===== src/rtl/rf_scoreboard.sv =====
// ---------------------------------------------------------------------------
// rf_scoreboard
//   Register file for the CPU datapaths: two asynchronous read ports, one
//   synchronous write port, and a per-entry pending (scoreboard) bit the
//   hazard unit uses to stall on read-after-write.
//
//   The array is cleared by a sequential sweep (one entry per clock). Reset
//   starts the sweep, and so does Clr while idle. Because the array never
//   needs a parallel reset, it can map onto distributed RAM.
//
//   Optional feature, controlled by the macro RF_BYPASS_EN:
//     defined   - write-to-read forwarding. WD/En reach RDx/Pendx in the
//                 same cycle.
//     undefined - reads show a write only after the clock edge.
//
// Parameters
//   DATA_W    data width
//   ADDR_W    address width, DEPTH = 2**ADDR_W
//   ZERO_REG  1 = entry 0 is a hard-wired zero register
//
// Ports
//   Clk       clock, rising edge
//   Reset     synchronous active-low reset
//   Clr       request a clear sweep (honoured only while Ready)
//   Ready     1 = idle, 0 = sweeping
//   R1/R2     read addresses       RD1/RD2   read data
//   Waddr     write address        WD        write data
//   En        write enable
//   Iss_en    mark Iss_addr pending
//   Iss_addr  destination register of the issuing instruction
//   Pend1/2   pending bits of R1/R2
// ---------------------------------------------------------------------------
module rf_scoreboard #(
  parameter int DATA_W   = 32,
  parameter int ADDR_W   = 5,
  parameter int ZERO_REG = 1
) (
  input  logic              Clk,
  input  logic              Reset,
  input  logic              Clr,
  output logic              Ready,
  input  logic [ADDR_W-1:0] R1,
  input  logic [ADDR_W-1:0] R2,
  output logic [DATA_W-1:0] RD1,
  output logic [DATA_W-1:0] RD2,
  input  logic [ADDR_W-1:0] Waddr,
  input  logic [DATA_W-1:0] WD,
  input  logic              En,
  input  logic              Iss_en,
  input  logic [ADDR_W-1:0] Iss_addr,
  output logic              Pend1,
  output logic              Pend2
);

  localparam int                DEPTH    = 1 << ADDR_W;
  localparam logic [ADDR_W-1:0] LAST_IDX = ADDR_W'(DEPTH - 1);
  localparam logic [ADDR_W-1:0] ZERO_IDX = '0;
  localparam bit                HAS_ZERO = (ZERO_REG != 0);

  typedef enum logic {
    IDLE  = 1'b0,
    SWEEP = 1'b1
  } state_t;

  state_t            r_state;
  logic [ADDR_W-1:0] r_idx;
  logic [DATA_W-1:0] r_rf [DEPTH];
  logic [DEPTH-1:0]  r_pend;

  logic              w_idle;
  logic              w_wrOk;
  logic              w_issOk;
  logic              w_arrWe;
  logic [ADDR_W-1:0] w_arrAddr;
  logic [DATA_W-1:0] w_arrData;
  logic [DEPTH-1:0]  w_pendNext;

  assign w_idle = (r_state == IDLE);
  assign Ready  = w_idle;

  // A write or issue aimed at the hard-wired zero register is dropped.
  // These two terms only qualify the request. Gating by state happens where
  // they are used.
  assign w_wrOk  = En     && !(HAS_ZERO && (Waddr    == ZERO_IDX));
  assign w_issOk = Iss_en && !(HAS_ZERO && (Iss_addr == ZERO_IDX));

  // Select the single array write for this edge. While sweeping, the sweep
  // owns the port and any En is ignored. While idle, a normal write goes
  // through, even alongside Clr: the sweep that follows zeroes that entry
  // anyway. Nothing is written while Reset is low.
  always_comb begin
    w_arrWe   = 1'b0;
    w_arrAddr = r_idx;
    w_arrData = '0;
    if (Reset) begin
      if (!w_idle) begin
        w_arrWe = 1'b1;
      end else if (w_wrOk) begin
        w_arrWe   = 1'b1;
        w_arrAddr = Waddr;
        w_arrData = WD;
      end
    end
  end

  // The array has no reset, which keeps it mappable to distributed RAM.
  always_ff @(posedge Clk) begin
    if (w_arrWe) begin
      r_rf[w_arrAddr] <= w_arrData;
    end
  end

  // Next scoreboard value for an idle edge. The issue is applied after the
  // writeback clear, so a new producer keeps ownership of a register whose
  // older value is being written back in the same cycle.
  always_comb begin
    w_pendNext = r_pend;
    if (w_wrOk) begin
      w_pendNext[Waddr] = 1'b0;
    end
    if (w_issOk) begin
      w_pendNext[Iss_addr] = 1'b1;
    end
  end

  // Control FSM. Reset and an idle Clr both restart the sweep at index 0 and
  // drop every pending bit. During the sweep the index advances one entry
  // per edge and wraps to 0 on the last entry, which is also when the FSM
  // returns to IDLE. A Clr that arrives mid-sweep is ignored.
  always_ff @(posedge Clk) begin
    if (!Reset) begin
      r_state <= SWEEP;
      r_idx   <= '0;
      r_pend  <= '0;
    end else if (r_state == SWEEP) begin
      r_idx <= r_idx + 1'b1;
      if (r_idx == LAST_IDX) begin
        r_state <= IDLE;
      end
    end else if (Clr) begin
      r_state <= SWEEP;
      r_idx   <= '0;
      r_pend  <= '0;
    end else begin
      r_pend <= w_pendNext;
    end
  end

  // Read port 1. The zero register and the sweep force zero outputs. The
  // sweep check comes last so it overrides any forwarded value.
  always_comb begin
    RD1   = r_rf[R1];
    Pend1 = r_pend[R1];
    if (HAS_ZERO && (R1 == ZERO_IDX)) begin
      RD1   = '0;
      Pend1 = 1'b0;
    end
`ifdef RF_BYPASS_EN
    if (w_idle && w_wrOk && (R1 == Waddr)) begin
      RD1   = WD;
      Pend1 = w_issOk && (Iss_addr == Waddr);
    end
`endif
    if (!w_idle) begin
      RD1   = '0;
      Pend1 = 1'b0;
    end
  end

  // Read port 2 follows the same rules as read port 1.
  always_comb begin
    RD2   = r_rf[R2];
    Pend2 = r_pend[R2];
    if (HAS_ZERO && (R2 == ZERO_IDX)) begin
      RD2   = '0;
      Pend2 = 1'b0;
    end
`ifdef RF_BYPASS_EN
    if (w_idle && w_wrOk && (R2 == Waddr)) begin
      RD2   = WD;
      Pend2 = w_issOk && (Iss_addr == Waddr);
    end
`endif
    if (!w_idle) begin
      RD2   = '0;
      Pend2 = 1'b0;
    end
  end

endmodule


===== config.mk =====
export PLATFORM = sky130hd
export DESIGN_NAME = rf_scoreboard
export DESIGN_NICKNAME = d
export VERILOG_FILES = /design/src/rtl/rf_scoreboard.sv
export SDC_FILE = /design/constraint.sdc
export NUM_CORES = 1
export LEC_CHECK = 0
export CORE_MARGIN = 10
export CORE_UTILIZATION = 30
export DETAILED_ROUTE_END_ITERATION = 16
export REMOVE_ABC_BUFFERS = 1
export SYNTH_ARGS = -nofsm -noshare
export SYNTH_HDL_FRONTEND = slang
export SYNTH_SLANG_ARGS = --single-unit

===== constraint.sdc =====
create_clock -name Clk -period 5.3 [get_ports Clk]
set_clock_uncertainty 0.15 [all_clocks]
set_input_delay 1.06 -clock Clk [delete_from_list [all_inputs] [get_ports Clk]]
set_output_delay 1.06 -clock Clk [all_outputs]
set_load 0.05 [all_outputs]

==> flow_metrics.tcl <==
# collected from the flow reports
set metrics [dict create \
    status "completed" \
    flop_cell "edfxtp_1" \
    worst-path-max-fanout 20 \
    path_clk_slew_ns 0.06 \
    detail_route.drc_violations 0 \
    seq_area_frac_synth_pct 62.29 \
    critical_path_depth 7 \
    mux_share_pct 21.40 \
    grtUsageMet3_pct 2.779 \
    wl_met1_mm 64.08 \
    rr_worst_depth 6 \
    setup.worst_path.end "RD2[3]" \
    crit_family "buffers and inverters" \
    hold_viol 0 \
    ys.warnings.count 0 \
    core_area_sq_um 162600 \
    gr-usage-met1_pct 21.37 \
    synth-cells-yosys 3093 \
    holdBufCountCts 0 \
    final_layout_size_suffix_gt1_share_pct 22.14 \
    critical_path.max_stage_delay_ns 0.79 \
    cts_max_path_buffers 3 \
    r2r_start "r_state" \
    synth-adder-area-share_pct 0.05105 \
    grt_first_pass_wirelength_mm 224.4 \
    critPathKind "input pin to output port" \
    netlist.top_cell.by_area "edfxtp_1" \
    tritoncts.num_buffers 104 \
    detail_route.iter0.violations 3255 \
    top_logic_kind "multiplexers" \
    end_kind "output port" \
    leakagePower_nw 20.10 \
    worstSetupStartpointType "input pin" \
    startpoint "R2[2]" \
    top_cell_area_share_pct 60.78 \
    die_width_um 424.2 \
    tally_of_unique_sky130hd_cells_used_after_synthesis 66 \
    mostFrequentLayoutCells "edfxtp_1 (992), mux2i_1 (596), buf_4 (209)" \
    ff_to_ff_end "r_rf[8][26]" \
    critical_path.slowest_cell "or3b_2" \
    synth.cellmix.simpleShare_pct 4.013 \
    combPwrFrac_pct 5.3 \
    crit_required_ns 4.09 \
    hold-path-cell-count 2 \
    power.switching_mw 3.830 \
    xors_xnors_by_area_pct 0.03574 \
    hold_class "flip-flop to flip-flop" \
    postCtsSetupRepairBufs 0 \
    hold_path_startpoint "r_pend[17]" \
    routedWlPerCell_um 28.58 \
    synth-area-yosys_sq_um 49010 \
    grt_usage_pct 16.92 \
    die_height_um 424.2 \
    cts.sink_count 1029 \
    switching_share_pct 21.87 \
    grt_max_degree 73 \
    syn_inst 3093 \
    viasPerCell 5.588 \
    share_seq_of_total_power_pct 50.4 \
    power.ir.vdd_worst_mv 0.2636 \
    setup_viol 0 \
    syn2layout_area_growth_pct 17.57 \
    wl_met3_mm 10.22 \
    clock_latency_of_the_later_clocked_register_in_the_worst_skew_pair_ns 0.74 \
    num-fill-cells 15400 \
    timing.setup.tns_ns 0 \
    placement.io_buffers 123 \
    cts.htree.levels 3 \
    mi_logic_area_sq_um 17150 \
]
[metrics by stage]
step | power [mW] | area [sq um] | setup slack, ns | hold WS (ns) | instances
final | 17.51 | 57630 | 0.2906 | 0.3435 | 5537
after global routing | 17.98 | 57630 | 0.3058 | 0.3747 | 5536
after CTS | 17.61 | 57620 | 0.3793 | 0.3467 | 5535
after detailed placement | 9.918 | 54050 | 0.3554 | 0.3382 | 5341
after global placement | 9.910 | 54050 | 0.3996 | 0.3226 | 5341
after floorplan | 9.378 | 47450 | 0.01454 | 0.3054 | 2826
[cell usage after synthesis, types with 8 or more instances]
library cell / count
and2_1: 34
a221oi_1: 30
buf_6: 41
mux4_2: 198
buf_2: 122
mux2i_1: 596
a22oi_1: 197
buf_4: 19
nor2b_1: 17
dfxtp_1: 37
nand2_1: 144
edfxtp_1: 992
o22ai_1: 198
a21oi_1: 30
clkbuf_1: 68
nor3_1: 32
nand4_1: 67
o21ai_1: 26
nor2_1: 11
o21ai_0: 103
a221oi_2: 36
nor3b_1: 8
[power by group through the flow]
stage	logic [mW]	registers [mW]	clock network, mW
6_report	0.921	8.83	7.76
5_1_grt	0.956	8.83	8.20
4_1_cts	0.918	8.83	7.87
3_5_place_dp	0.917	9.00	0
3_3_place_gp	0.911	9.00	0
2_1_floorplan	0.379	9.00	0
[layout make-up]
type | instances | area share (%)
Sequential cell | 1029 | 52.98
Multi-Input combinational cell | 1795 | 29.76
Timing Repair Buffer | 340 | 6.318
Tap cell | 2175 | 4.722
Clock buffer | 122 | 4.633
Clock inverter | 72 | 1.572
Inverter | 2 | 0.01303
Antenna cell | 2 | 0.008685
[flip-flops by register name (all words and copies together) (netlist names)]
| register | cells |
|---|---|
| r_idx | 5 |
| r_pend | 31 |
| r_rf | 992 |
| r_state | 1 |
==> images/final_placement.png <==
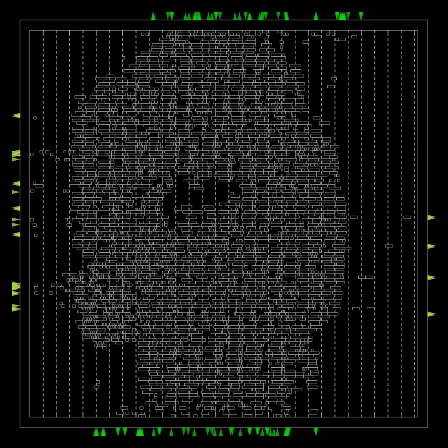
Std-Cell Rows: 148
utilization of the core after routing: 35.44%
final std cells w/o fill: 5,537

==> images/density.png <==
The die is cut into 21 by 21 equal tiles; white is low, dark blue is high, 0 to 100% covered.
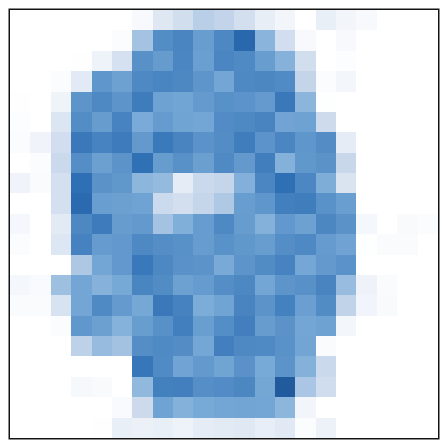
The emptiest ninth of the die: upper right. The fullest tile reaches 83%. 0.70% of the tiles are over 75% full. 33% of the tiles are nearly empty. The mean over all tiles is 31%.

==> images/registers.png <==
Other sequential cells in the stronger gray, the rest of the logic in the fainter gray.
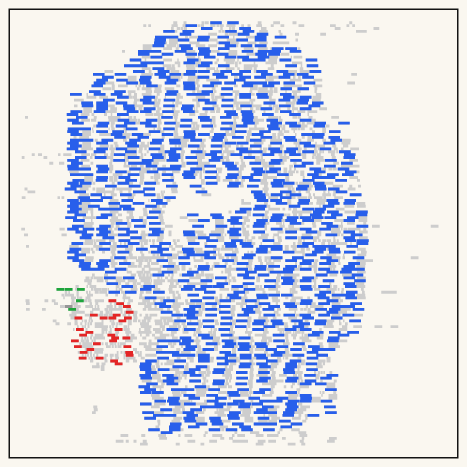
r_rf: shown in blue, sequential cells 992. r_idx: shown in green, sequential cells 5. r_pend: shown in red, sequential cells 31, where lower left.
proportion of cell area occupied by registers: 52.98%
sequential standard cell area: 30,530 sq um
power in sequential cells: 8.83 mW

==> images/met1.png <==
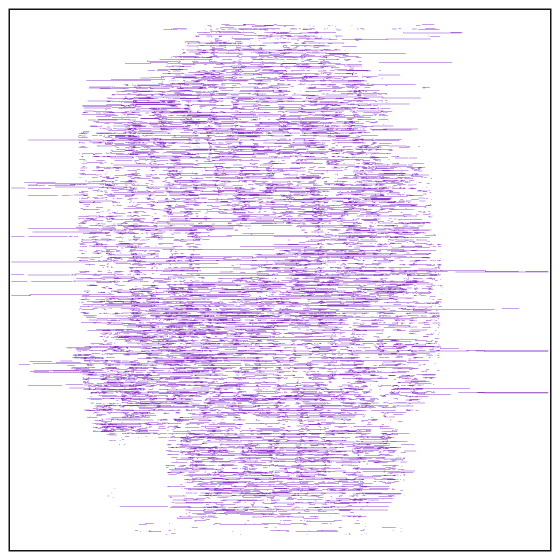
The longest straight run is 158 um. 3,150 nets have wire on it. The layer holds 41% of the routed length.

==> images/met2.png <==
Cells faint in the background.
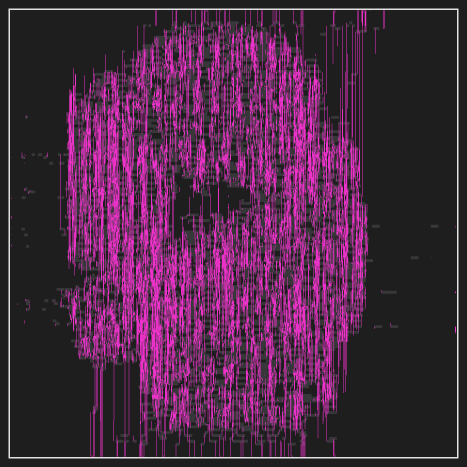
The layer carries 78.1 mm of wire. 2,958 nets have wire on it.
final wirelength: 158.2 mm
vias post-DR: 30,941
met2 Usage GRT: 29.03%

Power is estimated from default activity; no workload was simulated.
